<file path="src/rtl/cskip_pkg.sv">
// Shared constants, stage control payload and saturation helper for the pipelined carry-skip adder.
// Optional saturation support is enabled with the CSKIP_SAT_EN macro.
package cskip_pkg;

  localparam int DEF_WIDTH  = 32;
  localparam int DEF_BLOCK  = 4;
  localparam int DEF_STAGES = 2;
  localparam int SAT_MAX_W  = 64;

  // Control part of a stage register; the wide operand/sum vectors live in the top
  // because their width follows the module parameter.
  typedef struct packed {
    logic valid;
    logic carry;
`ifdef CSKIP_SAT_EN
    logic sat;
`endif
  } stage_ctrl_t;

  function automatic logic skip_mux(input logic p, input logic ci, input logic rc);
    return p ? ci : rc;
  endfunction

  // Signed bound of a w-bit word: min (1000..0) when neg, else max (0111..1).
  function automatic logic [SAT_MAX_W-1:0] sat_bound(input logic neg, input int w);
    logic [SAT_MAX_W-1:0] r;
    r = '0;
    for (int i = 0; i < SAT_MAX_W; i++) begin
      if (i < w - 1)
        r[i] = !neg;
      else if (i == w - 1)
        r[i] = neg;
    end
    return r;
  endfunction

endpackage

</file>
<file path="src/rtl/cskip_block.sv">
// Combinational BLOCK-bit carry-skip cell: ripple adder inside, block carry bypasses
// the ripple chain when every bit propagates.
module cskip_block
  import cskip_pkg::*;
#(
  parameter int BLOCK = DEF_BLOCK
) (
  input  logic [BLOCK-1:0] a,
  input  logic [BLOCK-1:0] b,
  input  logic             ci,
  output logic [BLOCK-1:0] s,
  output logic             co
);

  logic rc;
  logic p;

  always_comb begin
    rc = ci;
    p  = 1'b1;
    s  = '0;
    for (int i = 0; i < BLOCK; i++) begin
      s[i] = a[i] ^ b[i] ^ rc;
      rc   = (a[i] & b[i]) | ((a[i] ^ b[i]) & rc);
      p    = p & (a[i] ^ b[i]);
    end
    co = skip_mux(p, ci, rc);
  end

endmodule

</file>
<file path="src/rtl/cskip_adder_pipe.sv">
// Skewed pipelined carry-skip adder/subtractor with valid/ready on both sides.
// Define CSKIP_SAT_EN to add the per-beat sat input (signed saturation of the result).
module cskip_adder_pipe
  import cskip_pkg::*;
#(
  parameter int WIDTH  = DEF_WIDTH,
  parameter int BLOCK  = DEF_BLOCK,
  parameter int STAGES = DEF_STAGES
) (
  input  logic             clk,
  input  logic             rst,
  input  logic             in_valid,
  output logic             in_ready,
  input  logic [WIDTH-1:0] a,
  input  logic [WIDTH-1:0] b,
  input  logic             cin,
  input  logic             sub,
`ifdef CSKIP_SAT_EN
  input  logic             sat,
`endif
  output logic             out_valid,
  input  logic             out_ready,
  output logic [WIDTH-1:0] sum,
  output logic             cout,
  output logic             ovf
);

  localparam int S   = WIDTH / STAGES;
  localparam int BPS = S / BLOCK;
  localparam int NB  = WIDTH / BLOCK;
  localparam int L   = STAGES - 1;

  // Handshake: a beat moves on in_valid && in_ready, a result on out_valid && out_ready.
  // Stage k loads when it is empty or its successor loads; the last stage's successor is
  // the consumer. Hence a stalled full pipeline holds, and bubbles are squeezed out.

  stage_ctrl_t      r_ctrl  [STAGES];
  logic [WIDTH-1:0] r_a     [STAGES];
  logic [WIDTH-1:0] r_b     [STAGES];
  logic [WIDTH-1:0] r_sum   [STAGES];
  logic             r_ovf;

  stage_ctrl_t      src_ctrl[STAGES];
  logic [WIDTH-1:0] src_a   [STAGES];
  logic [WIDTH-1:0] src_b   [STAGES];
  logic [WIDTH-1:0] src_sum [STAGES];
  stage_ctrl_t      nxt_ctrl[STAGES];
  logic [WIDTH-1:0] nxt_sum [STAGES];
  logic [STAGES-1:0] nxt_c;
  logic [STAGES-1:0] load;
  logic [WIDTH-1:0] blk_s;
  logic [WIDTH-1:0] fin_sum;
  logic             fin_ovf;
  logic             c_msb;
`ifdef CSKIP_SAT_EN
  logic [SAT_MAX_W-1:0] bound;
`endif

  // Operands entering stage k: the port beat for stage 0, the previous register otherwise.
  // b is stored already conditioned (b' = sub ? ~b : b) so later stages need no sub bit.
  always_comb begin
    src_ctrl[0]       = '0;
    src_ctrl[0].valid = in_valid;
    src_ctrl[0].carry = cin;
`ifdef CSKIP_SAT_EN
    src_ctrl[0].sat   = sat;
`endif
    src_a[0]   = a;
    src_b[0]   = sub ? ~b : b;
    src_sum[0] = '0;
    for (int k = 1; k < STAGES; k++) begin
      src_ctrl[k] = r_ctrl[k-1];
      src_a[k]    = r_a[k-1];
      src_b[k]    = r_b[k-1];
      src_sum[k]  = r_sum[k-1];
    end
  end

  for (genvar j = 0; j < NB; j++) begin : g_blk
    localparam int K = j / BPS;
    logic ci;
    logic co;
    if (j % BPS == 0) begin : g_first
      assign ci = src_ctrl[K].carry;
    end else begin : g_chain
      assign ci = g_blk[j-1].co;
    end
    cskip_block #(.BLOCK(BLOCK)) u_blk (
      .a  (src_a[K][j*BLOCK +: BLOCK]),
      .b  (src_b[K][j*BLOCK +: BLOCK]),
      .ci (ci),
      .s  (blk_s[j*BLOCK +: BLOCK]),
      .co (co)
    );
  end

  for (genvar k = 0; k < STAGES; k++) begin : g_stage_c
    assign nxt_c[k] = g_blk[(k+1)*BPS-1].co;
  end

  always_comb begin
    for (int k = 0; k < STAGES; k++) begin
      nxt_ctrl[k]          = src_ctrl[k];
      nxt_ctrl[k].carry    = nxt_c[k];
      nxt_sum[k]           = src_sum[k];
      nxt_sum[k][k*S +: S] = blk_s[k*S +: S];
    end
  end

  // Carry into the MSB is recovered from the MSB sum bit, avoiding an extra block port.
  always_comb begin
    fin_sum = nxt_sum[L];
    c_msb   = fin_sum[WIDTH-1] ^ src_a[L][WIDTH-1] ^ src_b[L][WIDTH-1];
    fin_ovf = c_msb ^ nxt_c[L];
`ifdef CSKIP_SAT_EN
    bound   = sat_bound(src_a[L][WIDTH-1], WIDTH);
    if (src_ctrl[L].sat && fin_ovf)
      fin_sum = bound[WIDTH-1:0];
`endif
  end

  always_comb begin
    load    = '0;
    load[L] = !r_ctrl[L].valid || out_ready;
    for (int k = L - 1; k >= 0; k--)
      load[k] = !r_ctrl[k].valid || load[k+1];
  end

  always_ff @(posedge clk) begin
    if (rst) begin
      for (int k = 0; k < STAGES; k++) begin
        r_ctrl[k] <= '0;
        r_a[k]    <= '0;
        r_b[k]    <= '0;
        r_sum[k]  <= '0;
      end
      r_ovf <= 1'b0;
    end else begin
      for (int k = 0; k < STAGES; k++) begin
        if (load[k]) begin
          r_ctrl[k] <= nxt_ctrl[k];
          r_a[k]    <= src_a[k];
          r_b[k]    <= src_b[k];
          r_sum[k]  <= (k == L) ? fin_sum : nxt_sum[k];
        end
      end
      if (load[L])
        r_ovf <= fin_ovf;
    end
  end

  assign in_ready  = load[0];
  assign out_valid = r_ctrl[L].valid;
  assign sum       = r_sum[L];
  assign cout      = r_ctrl[L].carry;
  assign ovf       = r_ovf;

endmodule

</file>
<file path="config.mk">
export PLATFORM = sky130hd
export DESIGN_NAME = cskip_adder_pipe
export DESIGN_NICKNAME = d
export VERILOG_FILES = /design/src/rtl/cskip_pkg.sv /design/src/rtl/cskip_block.sv /design/src/rtl/cskip_adder_pipe.sv
export SDC_FILE = /design/constraint.sdc
export NUM_CORES = 1
export LEC_CHECK = 0
export ABC_AREA = 0
export CORE_ASPECT_RATIO = 0.6
export CORE_MARGIN = 5
export CORE_UTILIZATION = 51
export CTS_CLUSTER_DIAMETER = 150
export DETAILED_ROUTE_END_ITERATION = 12
export PLACE_DENSITY = 0.92
export SLEW_MARGIN = 0
export SYNTH_ARGS = -nofsm -noshare
export SYNTH_HDL_FRONTEND = slang
export SYNTH_SLANG_ARGS = --single-unit
</file>
<file path="constraint.sdc">
create_clock -name clk -period 14.3 [get_ports clk]
set_clock_uncertainty 0.1 [all_clocks]
set_input_delay 4.29 -clock clk [delete_from_list [all_inputs] [get_ports clk]]
set_output_delay 4.29 -clock clk [all_outputs]
set_load 0.01 [all_outputs]
</file>
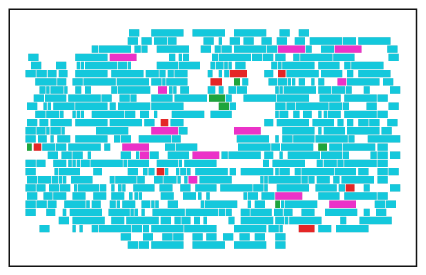
sizing.png
Drawn at 3 px/um.
colour	size	cells	share
green	x2	6	1.3%
red	x3 and x4	8	1.7%
cyan	x1 and smaller	443	94%
magenta	x6 and larger	13	2.8%

==> run summary <==
fresh numbers from the pnr run: run status finished clean, power after layout 0.680 mW, share of the core filled by cells before placement 52.2%, power density over cell area 109 nW/um^2, clk latency late pin 340 ps, antenna violations before repair 0, number of vias per cell 4.84, diode count 0, OpenROAD warning count 58, clock-pin slew of the registers on the worst-case setup and hold paths 60 ps, Routed met2 length 4950 um, biggest registers after layout r_sum: 48 flops, r_a: 16 flops, r_b: 16 flops, path type of the worst setup path in2reg, synthesized flop and latch total 85, number of max-capacitance violations reported 0, critical path launch point type input port, number of buffers added by the clock tree synthesis step 9, Netlist Area Pre-Place 4800 sq um, IR drop worst, VDD 0.0571 mV, most congested layer reported by global routing met2, count of clock buffers in the final design 9, FF+latch area 2540 sq um, aggregate routed wire length 10100 um, post-route core utilization 68.2%, fraction of area in multi-input gates 32.9%, Crit Path Max Fanout 32, Port Buffer Count 105, Most common reg cell sky130_fd_sc_hd__edfxtp_1, slowest cell on the critical path sky130_fd_sc_hd__buf_4, average wire per standard cell 16.8 um, level count of the clock H-tree 3, Largest delay share family, worst path adder cells, gpl congestion 0.880, clock root buffer master sky130_fd_sc_hd__clkbuf_16, area-dominant cell class after layout sequential cells, total placed instance area 5980 sq um, post-synthesis share of cell area spent on and, or, nand and nor gates 12.4%, Combinational Power Share 20.5%, sequential-to-total area share from yosys stat 53.0%, xor/xnor share of the synthesized area 6.21%, max reg flops 48, area added between synthesis and finish 30.6%, final tally of setup violations 0, die height 85.1 um, fraction of met3 tracks used by global routing 7.29%, maximum number of pins on one net before global-route repair 51, Top Layer Used met4, mean cell area of the mapped netlist 13.4 sq um, met3 wire len 960 um, Detail Placement HPWL 7600 um
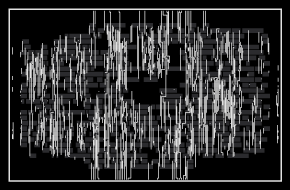
m2.png
Drawn at 2 px/um. Cells faint in the background.
main direction	vertical
share of all routed wire	49%

-- power groups by stage --
stage / Clock [mW] / Combinational [mW] / Sequential [mW]
after floorplan: 0 / 0.0646 / 0.330
after global placement: 0 / 0.131 / 0.325
after detailed placement: 0 / 0.140 / 0.327
after CTS: 0.224 / 0.142 / 0.322
after global routing: 0.237 / 0.156 / 0.324
final: 0.220 / 0.139 / 0.321
-- path summary, 6_finish.rpt --
kind,to,startpoint,cells after the start,slack [ps]
min reg2reg,r_sum[0][43],r_sum[0][11],1,420
max,r_sum[0][15],sub,28,1960
min,r_sum[0][43],r_sum[0][11],1,420
max reg2reg,ovf,r_ctrl[0][0],29,5000
-- placed cells by master (no fill, tap or decap), types with 2 or more instances in the layout --
master / netlist / layout
sky130_fd_sc_hd__nand2b_1: 2 / 2
sky130_fd_sc_hd__ha_1: 32 / 32
sky130_fd_sc_hd__clkdlybuf4s50_1: 0 / 104
sky130_fd_sc_hd__a21oi_1: 2 / 2
sky130_fd_sc_hd__clkbuf_16: 0 / 9
sky130_fd_sc_hd__nand2_1: 5 / 5
sky130_fd_sc_hd__mux2i_1: 2 / 2
sky130_fd_sc_hd__inv_6: 0 / 4
sky130_fd_sc_hd__edfxtp_1: 84 / 84
sky130_fd_sc_hd__nand4_1: 8 / 8
sky130_fd_sc_hd__xor2_1: 16 / 16
sky130_fd_sc_hd__and2_1: 50 / 50
sky130_fd_sc_hd__and4_1: 2 / 2
sky130_fd_sc_hd__buf_4: 0 / 3
sky130_fd_sc_hd__xnor2_1: 18 / 18
sky130_fd_sc_hd__inv_1: 40 / 40
sky130_fd_sc_hd__nor3_1: 2 / 2
sky130_fd_sc_hd__nor2_1: 35 / 35
sky130_fd_sc_hd__fa_1: 32 / 32
Power is estimated from default activity; no workload was simulated.
